$ cat src/rtl/spi_slave_sync.sv
// SPI mode-0 responder oversampled on the system clock.
// Receives WIDTH-bit frames MSB first and replies from a one-entry tx buffer.
module spi_slave_sync #(
  parameter int WIDTH       = 32,
  parameter int SYNC_STAGES = 2
) (
  input  logic             clk,
  input  logic             rst,
  input  logic             spi_clk,
  input  logic             cs_n,
  input  logic             spi_i,
  output logic             spi_o,
  input  logic [WIDTH-1:0] tx_data,
  input  logic             tx_wr,
  output logic             tx_ready,
  output logic [WIDTH-1:0] rx_data,
  output logic             rx_valid,
  output logic             busy,
  output logic             frame_err,
  output logic             tx_underrun
);

  localparam int CW = $clog2(WIDTH + 1);
  localparam int SW = $clog2(SYNC_STAGES + 1);

  typedef enum logic [1:0] {
    WAIT_IDLE,
    IDLE,
    ACTIVE
  } state_e;

  logic [SYNC_STAGES-1:0] sclk_sync_q;
  logic [SYNC_STAGES-1:0] cs_sync_q;
  logic [SYNC_STAGES-1:0] mosi_sync_q;
  logic                   sclk_prev_q;
  logic                   cs_prev_q;

  logic sclk_s, cs_s, mosi_s;
  logic sclk_rise, sclk_fall;
  logic cs_fall, cs_rise;

  state_e           state_q, state_d;
  logic [SW-1:0]    wait_q, wait_d;
  logic [CW-1:0]    bitcnt_q, bitcnt_d;
  logic [WIDTH-1:0] shift_tx_q, shift_tx_d;
  logic [WIDTH-1:0] rx_shift_q, rx_shift_d;
  logic [WIDTH-1:0] rx_data_q, rx_data_d;
  logic [WIDTH-1:0] txbuf_q, txbuf_d;
  logic             txfull_q, txfull_d;
  logic             rx_valid_q, rx_valid_d;
  logic             frame_err_q, frame_err_d;
  logic             underrun_q, underrun_d;
  logic             busy_q, busy_d;
  logic             spi_o_q, spi_o_d;
  logic             take;
  logic             wr_ok;

  assign sclk_s    = sclk_sync_q[SYNC_STAGES-1];
  assign cs_s      = cs_sync_q[SYNC_STAGES-1];
  assign mosi_s    = mosi_sync_q[SYNC_STAGES-1];
  assign sclk_rise = sclk_s & ~sclk_prev_q;
  assign sclk_fall = ~sclk_s & sclk_prev_q;
  assign cs_fall   = ~cs_s & cs_prev_q;
  assign cs_rise   = cs_s & ~cs_prev_q;

  always_ff @(posedge clk) begin
    if (rst) begin
      sclk_sync_q <= '0;
      cs_sync_q   <= '1;
      mosi_sync_q <= '0;
      sclk_prev_q <= 1'b0;
      cs_prev_q   <= 1'b1;
    end else begin
      sclk_sync_q <= {sclk_sync_q[SYNC_STAGES-2:0], spi_clk};
      cs_sync_q   <= {cs_sync_q[SYNC_STAGES-2:0], cs_n};
      mosi_sync_q <= {mosi_sync_q[SYNC_STAGES-2:0], spi_i};
      sclk_prev_q <= sclk_s;
      cs_prev_q   <= cs_s;
    end
  end

  always_comb begin
    state_d     = state_q;
    wait_d      = wait_q;
    bitcnt_d    = bitcnt_q;
    shift_tx_d  = shift_tx_q;
    rx_shift_d  = rx_shift_q;
    rx_data_d   = rx_data_q;
    busy_d      = busy_q;
    rx_valid_d  = 1'b0;
    frame_err_d = 1'b0;
    underrun_d  = 1'b0;
    spi_o_d     = 1'b0;
    take        = 1'b0;

    unique case (state_q)
      WAIT_IDLE: begin
        // The synchronizer still holds reset values until it has been
        // flushed, so only trust cs_n once every stage saw the real pin.
        if (wait_q != SW'(SYNC_STAGES)) begin
          wait_d = wait_q + SW'(1);
        end else if (cs_s) begin
          state_d = IDLE;
        end
      end
      IDLE: begin
        if (cs_fall) begin
          take       = 1'b1;
          state_d    = ACTIVE;
          busy_d     = 1'b1;
          bitcnt_d   = '0;
          shift_tx_d = txfull_q ? txbuf_q : '0;
          underrun_d = ~txfull_q;
        end
      end
      ACTIVE: begin
        if (cs_rise) begin
          frame_err_d = (bitcnt_q != CW'(WIDTH));
          state_d     = IDLE;
          busy_d      = 1'b0;
        end else begin
          spi_o_d = shift_tx_q[WIDTH-1];
          if (sclk_rise && bitcnt_q < CW'(WIDTH)) begin
            rx_shift_d = {rx_shift_q[WIDTH-2:0], mosi_s};
            bitcnt_d   = bitcnt_q + CW'(1);
            if (bitcnt_q == CW'(WIDTH - 1)) begin
              rx_data_d  = {rx_shift_q[WIDTH-2:0], mosi_s};
              rx_valid_d = 1'b1;
            end
          end else if (sclk_fall && bitcnt_q < CW'(WIDTH)) begin
            shift_tx_d = {shift_tx_q[WIDTH-2:0], 1'b0};
          end
        end
      end
      default: begin
        state_d = WAIT_IDLE;
      end
    endcase

    // A write coinciding with frame start lands after the old word leaves.
    wr_ok    = tx_wr & (~txfull_q | take);
    txbuf_d  = wr_ok ? tx_data : txbuf_q;
    txfull_d = wr_ok ? 1'b1 : (take ? 1'b0 : txfull_q);
  end

  always_ff @(posedge clk) begin
    if (rst) begin
      state_q     <= WAIT_IDLE;
      wait_q      <= '0;
      bitcnt_q    <= '0;
      shift_tx_q  <= '0;
      rx_shift_q  <= '0;
      rx_data_q   <= '0;
      txbuf_q     <= '0;
      txfull_q    <= 1'b0;
      rx_valid_q  <= 1'b0;
      frame_err_q <= 1'b0;
      underrun_q  <= 1'b0;
      busy_q      <= 1'b0;
      spi_o_q     <= 1'b0;
    end else begin
      state_q     <= state_d;
      wait_q      <= wait_d;
      bitcnt_q    <= bitcnt_d;
      shift_tx_q  <= shift_tx_d;
      rx_shift_q  <= rx_shift_d;
      rx_data_q   <= rx_data_d;
      txbuf_q     <= txbuf_d;
      txfull_q    <= txfull_d;
      rx_valid_q  <= rx_valid_d;
      frame_err_q <= frame_err_d;
      underrun_q  <= underrun_d;
      busy_q      <= busy_d;
      spi_o_q     <= spi_o_d;
    end
  end

  assign spi_o       = spi_o_q;
  assign tx_ready    = ~txfull_q;
  assign rx_data     = rx_data_q;
  assign rx_valid    = rx_valid_q;
  assign busy        = busy_q;
  assign frame_err   = frame_err_q;
  assign tx_underrun = underrun_q;

endmodule

$ cat config.mk
export PLATFORM = sky130hd
export DESIGN_NAME = spi_slave_sync
export DESIGN_NICKNAME = d
export VERILOG_FILES = /design/src/rtl/spi_slave_sync.sv
export SDC_FILE = /design/constraint.sdc
export NUM_CORES = 1
export LEC_CHECK = 0
export ABC_CLOCK_PERIOD_IN_PS = 5600
export CAP_MARGIN = 20
export CELL_PAD_IN_SITES_DETAIL_PLACEMENT = 1
export CELL_PAD_IN_SITES_GLOBAL_PLACEMENT = 2
export CORE_MARGIN = 3
export CORE_UTILIZATION = 36
export DETAILED_ROUTE_END_ITERATION = 12
export PLACE_DENSITY = 0.9
export SYNTH_ARGS = -nofsm -noshare
export SYNTH_HDL_FRONTEND = slang
export SYNTH_SLANG_ARGS = --single-unit
$ cat constraint.sdc
create_clock -name clk -period 5.6 [get_ports clk]
set_clock_uncertainty 0.05 [all_clocks]
set_input_delay 1.12 -clock clk [delete_from_list [all_inputs] [get_ports clk]]
set_output_delay 1.12 -clock clk [all_outputs]
set_load 0.02 [all_outputs]
Cell placement:
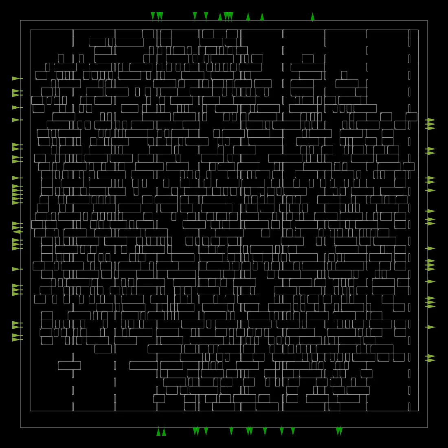
FP Rows: 46
tap cells: 216

Cells by drive strength:
Scale bar: 50 microns.
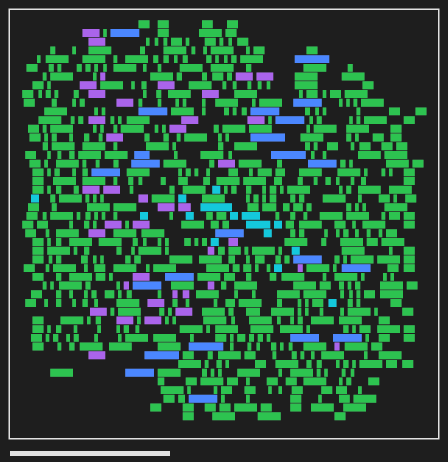
colour	size	cells
purple	_2 cells	39
green	_0 and _1 cells	650
blue	_6 and larger	23
cyan	_3 and _4 cells	15
Non-clk bufs: 86
Design Area, Final: 7362 sq um
area grow syn2layout: 25.49%

Clock distribution:
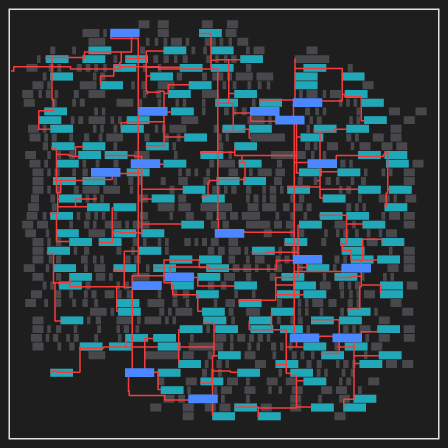
[red] clock wires | length: 1830 microns
[blue] clock drivers | count: 17
[cyan] flip-flops | count: 151
flops lie	spread over the die
clock latency on the worst-skew pair: 420 ps
Clock power frac: 48.5%
clock-net power: 1.22 mW

Sequential cells coloured by netlist name:
Scale bar: 50 microns.
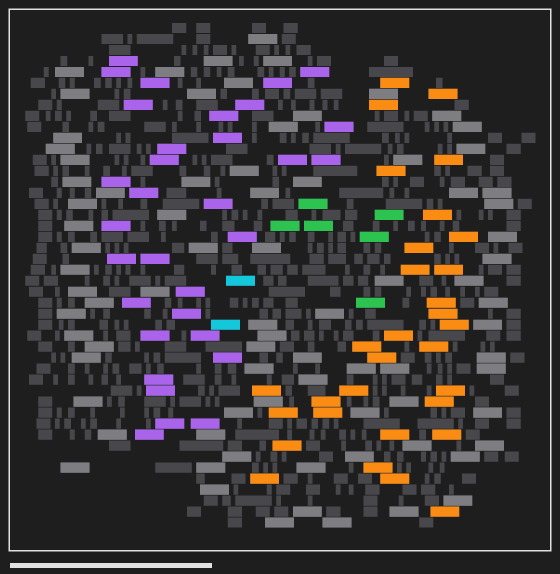
colour	name in the netlist	placed flops
green	bitcnt_q	6
orange	rx_shift_q	31
cyan	sclk_sync_q	2
purple	shift_tx_q	32
not coloured	80
sequential fraction of total cell area: 41.06%
Reg area: 3023 sq um
Core Util, Final: 46.18%

Wiring heat map:
27 x 27 tiles, from dark blue (low) to red (high), scaled to the fullest tile. Values are wire area over tile area, all layers added.
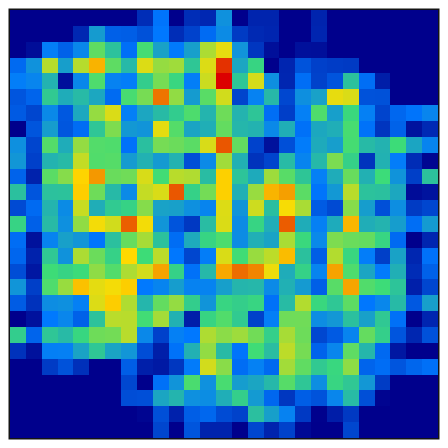
fullest tile	0.37
nearly empty tiles	17%
mean over tiles	0.12
detailed-route via count: 4663
GRT Util Overall: 15.54%

==> results.cfg <==
; flow metrics
[status]
status = finished clean

[setup_path]
critPathKind = flip-flop to output port
crit_end = tx_ready
r2r_slack_ps = 3220
crit_arrival_ps = 1820
crit_chain = buf_4 -> inv_1 -> clkdlybuf4s50_1
end_kind = output port
crit_required_ps = 4430
worstSetupStartpointType = flip-flop
crit_start = txfull_q$_SDFFE_PP0P_
critPathMaxFanout = 36
cp.buffers_inverters = 3
r2r_start = state_q[1]$_SDFFE_PP0P_
critPathMaxStageDelay_ps = 570

[layout]
num-clock-buffers = 22
drive_gt1_share_pct = 10.59
clock_area_share_pct = 8.549
ff_count = 151
nNonClkInverters = 4
comb_share_pct = 35.23
layout_top_cell = nand2_1
nonClkBufAreaFrac_pct = 11.28
final_cell_mix = nand2_1, dfxtp_1, clkdlybuf4s50_1
num-multi-input-gates = 454
area_dominant_class = sequential cells

[clocking]
clkTransAtPathRegs_ps = 60
cts_buffer_depth = 2
clock_sinks = 151
cts_resized = 0
cts_buffers = 17
cts_root_buf = clkbuf_16

[power]
comb-power_uw = 166
power_per_cell_area_nw_per_um2 = 341.6
p_sw_uw = 535.8
powerSeq_mw = 1.13
leakagePower_nw = 2.361
p_int_mw = 1.979
p_comb_share_pct = 6.6
swShare_pct = 21.31
pwr-share-seq_pct = 44.9

[global_route]
met2_usage_pct = 26.04
use_met1_pct = 19.33
grt_max_degree = 70
antenna_found_initial = 0
busiest_layer = met2
grt_first_pass_wirelength_microns = 22610
grtUsageMet3_pct = 3.814

[sta]
setup_viol = 0
tightest_slew_ps = 833.2
hold_slack_ps = 364.9
slew_headroom_pct = 43.70
timing.final.crit_share_pct = 53.40
fmax_mhz = 334.4
rsz0062_at_grt = no

[synthesis]
top_area_cell = dfxtp_1
synth_flops = 151
ys_area_sq_um = 5867
synthArstFlopShare_pct = 0
logic_family = simple AND/OR/NAND/NOR gates
synth-edff-count = 0
most_common_cell = nand2_1
ys_cells = 660
syn-cell-area_sq_um = 5867
ys_sh_xor_pct = 0.1493
top_cells_by_area = dfxtp_1, nand2_1, a311oi_2, a21oi_1, mux2i_1
synth_seq_share_pct = 51.52
ys_sh_adder_pct = 0.6398
top_area_share_pct = 51.52
synth.avg_cell_area_sq_um = 8.889

[place]
placed_cells = 911
post-place-ws_ps = 2796
globalplace.congestion = 0.7271
dp_hpwl_microns = 8727
place_area_sq_um = 6733

[detailed_routing]
wl_per_cell_microns = 14.18
wl_met1_microns = 6282
via_per_inst = 4.945
route.detailed.drc = 0
routed.top_layer = met4

[die]
ios = 76

[hold_path]
hold_depth = 1
hold_path_class = flip-flop to flip-flop
min_to = cs_sync_q[1]$_SDFF_PP1_

[run]
cap_violations = 0
warning_count = 27
Power figures rest on the tool's default switching activity, not on a simulated workload.
